File: src/rtl/ids_bus_pkg.sv
// Shared constants and types for the IDS data-side bus arbiter.
// Master indices fix the round-robin order: SPI, then DMEM, then DMA.
package ids_bus_pkg;

    localparam int N_MST    = 3;
    localparam int MST_SPI  = 0;
    localparam int MST_DMEM = 1;
    localparam int MST_DMA  = 2;

    typedef enum logic {
        ARB_IDLE,
        ARB_OWN
    } arb_state_t;

endpackage

File: src/rtl/ids_rr_picker.sv
// Combinational round-robin pick: first requester after `last`, skipping excluded masters.
// Zero latency; no backpressure, valid is low when nobody eligible requests.
module ids_rr_picker #(
    parameter int N     = 3,
    parameter int IDX_W = 2
) (
    input  logic [N-1:0]     req,
    input  logic [IDX_W-1:0] last,
    input  logic [N-1:0]     excl,
    output logic [IDX_W-1:0] winner,
    output logic             valid
);

    logic [N-1:0]     cand;
    logic [IDX_W-1:0] idx;

    assign cand = req & ~excl;

    always_comb begin
        valid  = 1'b0;
        winner = '0;
        idx    = '0;
        for (int i = 1; i <= N; i++) begin
            idx = IDX_W'((int'(last) + i) % N);
            if (!valid && cand[idx]) begin
                valid  = 1'b1;
                winner = idx;
            end
        end
    end

endmodule

File: src/rtl/ids_bus_arbiter.sv
// Round-robin owner of the IDS data-side slave port, bounded hold, 1-cycle read return routing.
// Grant lands one edge after request; non-granted masters simply wait with i_req held high.
module ids_bus_arbiter #(
    parameter int XLEN     = 32,
    parameter int N_MST    = ids_bus_pkg::N_MST,
    parameter int MAX_HOLD = 16,
    parameter int RD_LAT   = 1
) (
    input  logic                  i_clk,
    input  logic                  i_rst_n,
    input  logic [N_MST-1:0]      i_req,
    output logic [N_MST-1:0]      o_gnt,
    input  logic [N_MST*XLEN-1:0] i_m_addr,
    input  logic [N_MST-1:0]      i_m_write,
    input  logic [N_MST-1:0]      i_m_read,
    input  logic [N_MST*4-1:0]    i_m_size,
    input  logic [N_MST*XLEN-1:0] i_m_wdata,
    output logic [N_MST*XLEN-1:0] o_m_rdata,
    output logic [N_MST-1:0]      o_m_rvalid,
    output logic [XLEN-1:0]       o_s_addr,
    output logic                  o_s_write,
    output logic                  o_s_read,
    output logic [3:0]            o_s_size,
    output logic [XLEN-1:0]       o_s_wdata,
    input  logic [XLEN-1:0]       i_s_rdata,
    output logic                  o_busy
);

    import ids_bus_pkg::*;

    localparam int IDX_W = (N_MST > 1) ? $clog2(N_MST) : 1;
    localparam int CNT_W = $clog2(MAX_HOLD + 1);

    if (RD_LAT != 1) begin : g_bad_rd_lat
        $error("ids_bus_arbiter only supports a slave read latency of 1");
    end

    arb_state_t       state;
    logic [IDX_W-1:0] owner;
    logic [IDX_W-1:0] last_winner;
    logic [IDX_W-1:0] pick_idx;
    logic             pick_vld;
    logic [IDX_W-1:0] rd_owner;
    logic             rd_pend;
    logic [CNT_W-1:0] hold_cnt;
    logic [CNT_W-1:0] hold_base;
    logic             contended;
    logic             owner_req;
    logic             others_req;
    logic [N_MST-1:0] excl;

    function automatic logic [N_MST-1:0] onehot(input logic [IDX_W-1:0] idx);
        return N_MST'(1) << idx;
    endfunction

    assign owner_req  = |(i_req & o_gnt);
    assign others_req = |(i_req & ~o_gnt);
    assign excl       = (state == ARB_OWN) ? o_gnt : '0;
    assign o_busy     = |o_gnt;

    // The hold budget only runs across consecutive contended cycles; an
    // uncontested stretch (counter parked at saturation) restarts it from zero.
    assign hold_base  = contended ? hold_cnt : '0;

    ids_rr_picker #(
        .N     (N_MST),
        .IDX_W (IDX_W)
    ) u_picker (
        .req    (i_req),
        .last   (last_winner),
        .excl   (excl),
        .winner (pick_idx),
        .valid  (pick_vld)
    );

    always_ff @(posedge i_clk or negedge i_rst_n) begin
        if (!i_rst_n) begin
            state       <= ARB_IDLE;
            o_gnt       <= '0;
            owner       <= '0;
            last_winner <= IDX_W'(N_MST - 1);
            hold_cnt    <= '0;
            contended   <= 1'b0;
            rd_pend     <= 1'b0;
            rd_owner    <= '0;
        end else begin
            rd_pend  <= o_s_read;
            rd_owner <= owner;
            case (state)
                ARB_IDLE: begin
                    if (pick_vld) begin
                        state       <= ARB_OWN;
                        o_gnt       <= onehot(pick_idx);
                        owner       <= pick_idx;
                        last_winner <= pick_idx;
                        hold_cnt    <= '0;
                        contended   <= 1'b0;
                    end
                end
                ARB_OWN: begin
                    if (!owner_req) begin
                        hold_cnt  <= '0;
                        contended <= 1'b0;
                        if (pick_vld) begin
                            o_gnt       <= onehot(pick_idx);
                            owner       <= pick_idx;
                            last_winner <= pick_idx;
                        end else begin
                            state <= ARB_IDLE;
                            o_gnt <= '0;
                        end
                    end else if (!others_req) begin
                        contended <= 1'b0;
                        if (hold_cnt != CNT_W'(MAX_HOLD)) begin
                            hold_cnt <= hold_cnt + 1'b1;
                        end
                    end else if (hold_base == CNT_W'(MAX_HOLD - 1)) begin
                        o_gnt       <= onehot(pick_idx);
                        owner       <= pick_idx;
                        last_winner <= pick_idx;
                        hold_cnt    <= '0;
                        contended   <= 1'b0;
                    end else begin
                        hold_cnt  <= hold_base + 1'b1;
                        contended <= 1'b1;
                    end
                end
                default: state <= ARB_IDLE;
            endcase
        end
    end

    always_comb begin
        o_s_addr  = '0;
        o_s_write = 1'b0;
        o_s_read  = 1'b0;
        o_s_size  = '0;
        o_s_wdata = '0;
        for (int m = 0; m < N_MST; m++) begin
            if (o_gnt[m]) begin
                o_s_addr  = i_m_addr[m*XLEN +: XLEN];
                o_s_write = i_m_write[m];
                o_s_read  = i_m_read[m];
                o_s_size  = i_m_size[m*4 +: 4];
                o_s_wdata = i_m_wdata[m*XLEN +: XLEN];
            end
        end
    end

    // Read data follows the master that issued the read, not the current owner.
    always_comb begin
        o_m_rdata  = '0;
        o_m_rvalid = '0;
        for (int m = 0; m < N_MST; m++) begin
            if (rd_pend && rd_owner == IDX_W'(m)) begin
                o_m_rvalid[m]              = 1'b1;
                o_m_rdata[m*XLEN +: XLEN]  = i_s_rdata;
            end
        end
    end

endmodule

File: config.mk
export PLATFORM = sky130hd
export DESIGN_NAME = ids_bus_arbiter
export DESIGN_NICKNAME = d
export VERILOG_FILES = /design/src/rtl/ids_bus_pkg.sv /design/src/rtl/ids_rr_picker.sv /design/src/rtl/ids_bus_arbiter.sv
export SDC_FILE = /design/constraint.sdc
export NUM_CORES = 1
export LEC_CHECK = 0
export ABC_AREA = 1
export CORE_AREA = 2 2 164 166
export CTS_BUF_LIST = sky130_fd_sc_hd__clkbuf_2 sky130_fd_sc_hd__clkbuf_4 sky130_fd_sc_hd__clkbuf_8
export CTS_CLUSTER_SIZE = 24
export DETAILED_ROUTE_END_ITERATION = 10
export DIE_AREA = 0 0 166 168
export PLACE_DENSITY_LB_ADDON = 0.15
export SLEW_MARGIN = 0
export SYNTH_ARGS = -nofsm -noshare
export SYNTH_HDL_FRONTEND = slang
export SYNTH_SLANG_ARGS = --single-unit
export TNS_END_PERCENT = 50
File: constraint.sdc
create_clock -name i_clk -period 2.4 [get_ports i_clk]
set_input_delay 0.36 -clock i_clk [delete_from_list [all_inputs] [get_ports i_clk]]
set_output_delay 0.36 -clock i_clk [all_outputs]
set_load 0.01 [all_outputs]
==> Changelog: implementation, run 1 <==
### Physical design

* Slew @ Worst Pin at about 580 ps
* Top reg by flops: hold_cnt
* CTS root buf: clkbuf_8
* Skew final at between 3 and 4 ps
* Flops at 17
* Largest net degree at the start of global routing at 77
* Outcome: completed
* Gp weighted congestion at between 0.8 and 0.9
* Net Count, Synth at between 800 and 900
* PD cells at roughly 860 nW/um^2
* Setup crit start kind: register
* Simple Share, Synth at 0.380
* Synth async-reset ratio at 1.00
* Period utilization at 0.969
* Setup ws final at about 76 ps
* YS warnings at 0
* Registers, synthesis at 17
* Top sig layer: met4
* Gr ovfl total at 0
* Pre-CTS setup slack at ~89 ps
* Levels on crit path at 7
* WHS Path Cells at 0
* Cell type with the largest total area: a22oi_1
* Cell area after synthesis at 3160 um^2
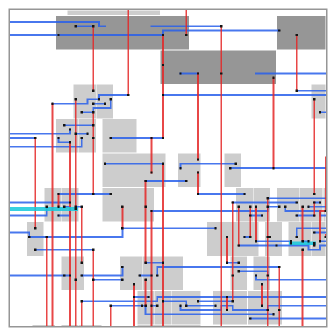
(run_1/zoom.png)
Window x 70 to 95, y 38 to 63 um. Cells in gray, sequential cells in the stronger gray; small squares are vias.
legend:
  met2:
    color: red
  met1:
    color: blue
  met3:
    color: cyan
netlist names of flops here include: `contended` (1), `o_gnt` (1)
sequential cells in the window: 2
most frequent: nand2_1 (6), o21ai_1 (4)
cells with their middle in the window: 33

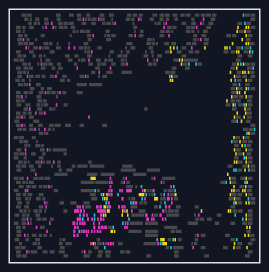
(run_1/gate_families.png)
Drawn at 1.5 px/um.
legend:
  inverters:
    color: cyan
    cells: 63
  NOR gates:
    color: yellow
    cells: 118
  NAND gates:
    color: magenta
    cells: 167
Comb/total area: 0.291
most common logic cell in the routed design: clkdlybuf4s50_1

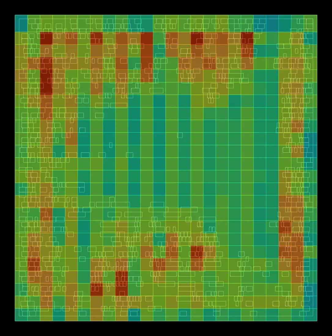
(run_1/final_congestion.png)
busiest layer in global routing: met2
routing usage on met1: 0.162
GRT Total Usage: 0.147
met2 usage: 0.286
final core occ: 0.304

==> run 1 -> run 2 <==
--- a/config.mk
+++ b/config.mk
@@ -6,6 +6,7 @@
 export NUM_CORES = 1
 export LEC_CHECK = 0
 export ABC_AREA = 1
+export ABC_CLOCK_PERIOD_IN_PS = 2400
 export CORE_AREA = 2 2 164 166
 export CTS_BUF_LIST = sky130_fd_sc_hd__clkbuf_2 sky130_fd_sc_hd__clkbuf_4 sky130_fd_sc_hd__clkbuf_8
 export CTS_CLUSTER_SIZE = 24
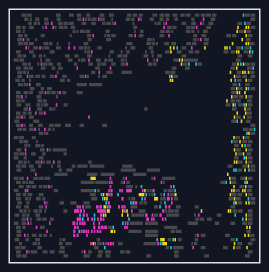
(run_2/gate_families.png)
Drawn at 1.5 px/um.
legend:
  NOR gates:
    color: yellow
    cells: 118
  inverters:
    color: cyan
    cells: 63
  NAND gates:
    color: magenta
    cells: 167

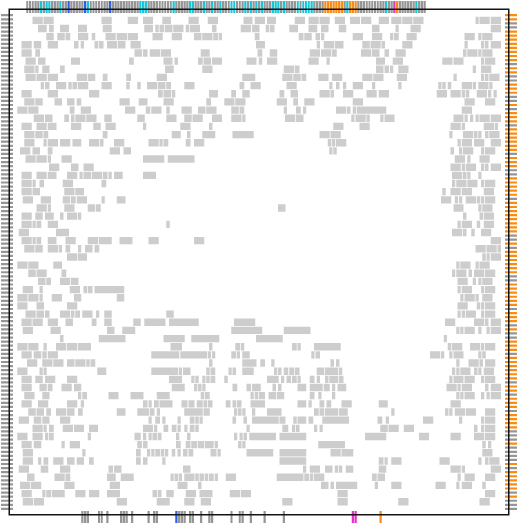
(run_2/pins.png)
Drawn at 3 px/um. Pins as bars across the die edge, other pins in gray.
legend:
  `o_m_rvalid`:
    color: magenta
    pins: 3
    direction: output
    edge: 2 bottom, 1 top
  `o_m_rdata`:
    color: orange
    pins: 96
    direction: output
    edge: 84 right, 11 top, 1 bottom
  `o_s_size`:
    color: blue
    pins: 4
    direction: output
    edge: 3 top, 1 bottom
  `o_s_addr`:
    color: cyan
    pins: 32
    direction: output
    edge: top
all pins by edge: 145 top, 122 left, 122 right, 31 bottom
die width: 166 um
Chip Height: 168 um
port bufs: 419

==> run 2 against run 1 <==
Synthesized cell count unchanged. Final cell count stayed put. Clock power about the same. Critical path depth unchanged.
==> Changelog: implementation, run 2 <==
### Physical design

* Outcome: completed
* Flops at 17 (unchanged)
* Setup ws final at 75.5 ps (unchanged)
* Simple Share, Synth at 0.380 (unchanged)
* Routing usage on met1 at 0.162 (unchanged)
* Post-synthesis compound-gate area fraction at 0.307
* Final core occ at 0.304 (unchanged)
* Largest net degree at the start of global routing at 77 (unchanged)
* Pre-CTS setup slack at 88.8 ps (unchanged)
* Top comb family, area: simple AND/OR/NAND/NOR gates
* Slew @ Worst Pin at 581 ps (unchanged)
* Setup crit start kind: register
* R2r setup slk at around 340 ps
* Busiest layer in global routing: met2
* Ys cells at a little under 600
* Cell-internal power at 0.00336 W
* PD cells at 858 nW/um^2 (unchanged)
* Top reg by flops: hold_cnt
* Synth async-reset ratio at 1.00 (unchanged)
* WHS Path Cells at 0 (unchanged)
* Postcts setup bufs at 2
* Hold endpoint: rd_owner[0]$_DFF_PN0_
* Met2 usage at 0.286 (unchanged)
* Fp_density at 0.120
* Levels on crit path at 7 (unchanged)
* YS warnings at 0 (unchanged)
* Skew final at 3.58 ps (unchanged)
* Net Count, Synth at 833 (unchanged)
* Most common logic cell in the routed design: clkdlybuf4s50_1
* Gr ovfl total at 0 (unchanged)
* Gp weighted congestion at 0.823 (unchanged)
* Top sig layer: met4
* First-pass DRT Iterations at 5
* CTS root buf: clkbuf_8
* P_clk at approximately 0.00022 W
* Core Region at between 20000 and 30000 um^2
* Cell type with the largest total area: a22oi_1
* Registers, synthesis at 17 (unchanged)
* Dominant logic cell types in the final layout: clkdlybuf4s50_1, nand2_1, nor2_1, a22oi_1, o21ai_0
* Cell area after synthesis at 3160 um^2 (unchanged)
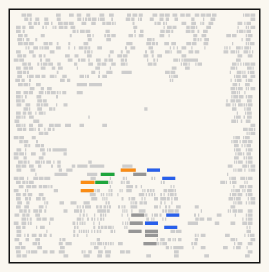
(run_2/registers.png)
Drawn at 1.5 px/um.
legend:
  `last_winner`:
    color: green
    sequential_cells: 2
  `hold_cnt`:
    color: blue
    sequential_cells: 5
  `o_gnt`:
    color: orange
    sequential_cells: 3
not colored: 7
Flop area: 432 um^2
Seq area share: 0.0539
Seq group: 0.000558 W

No activity file was given, so power comes from the tool's default toggle rates.
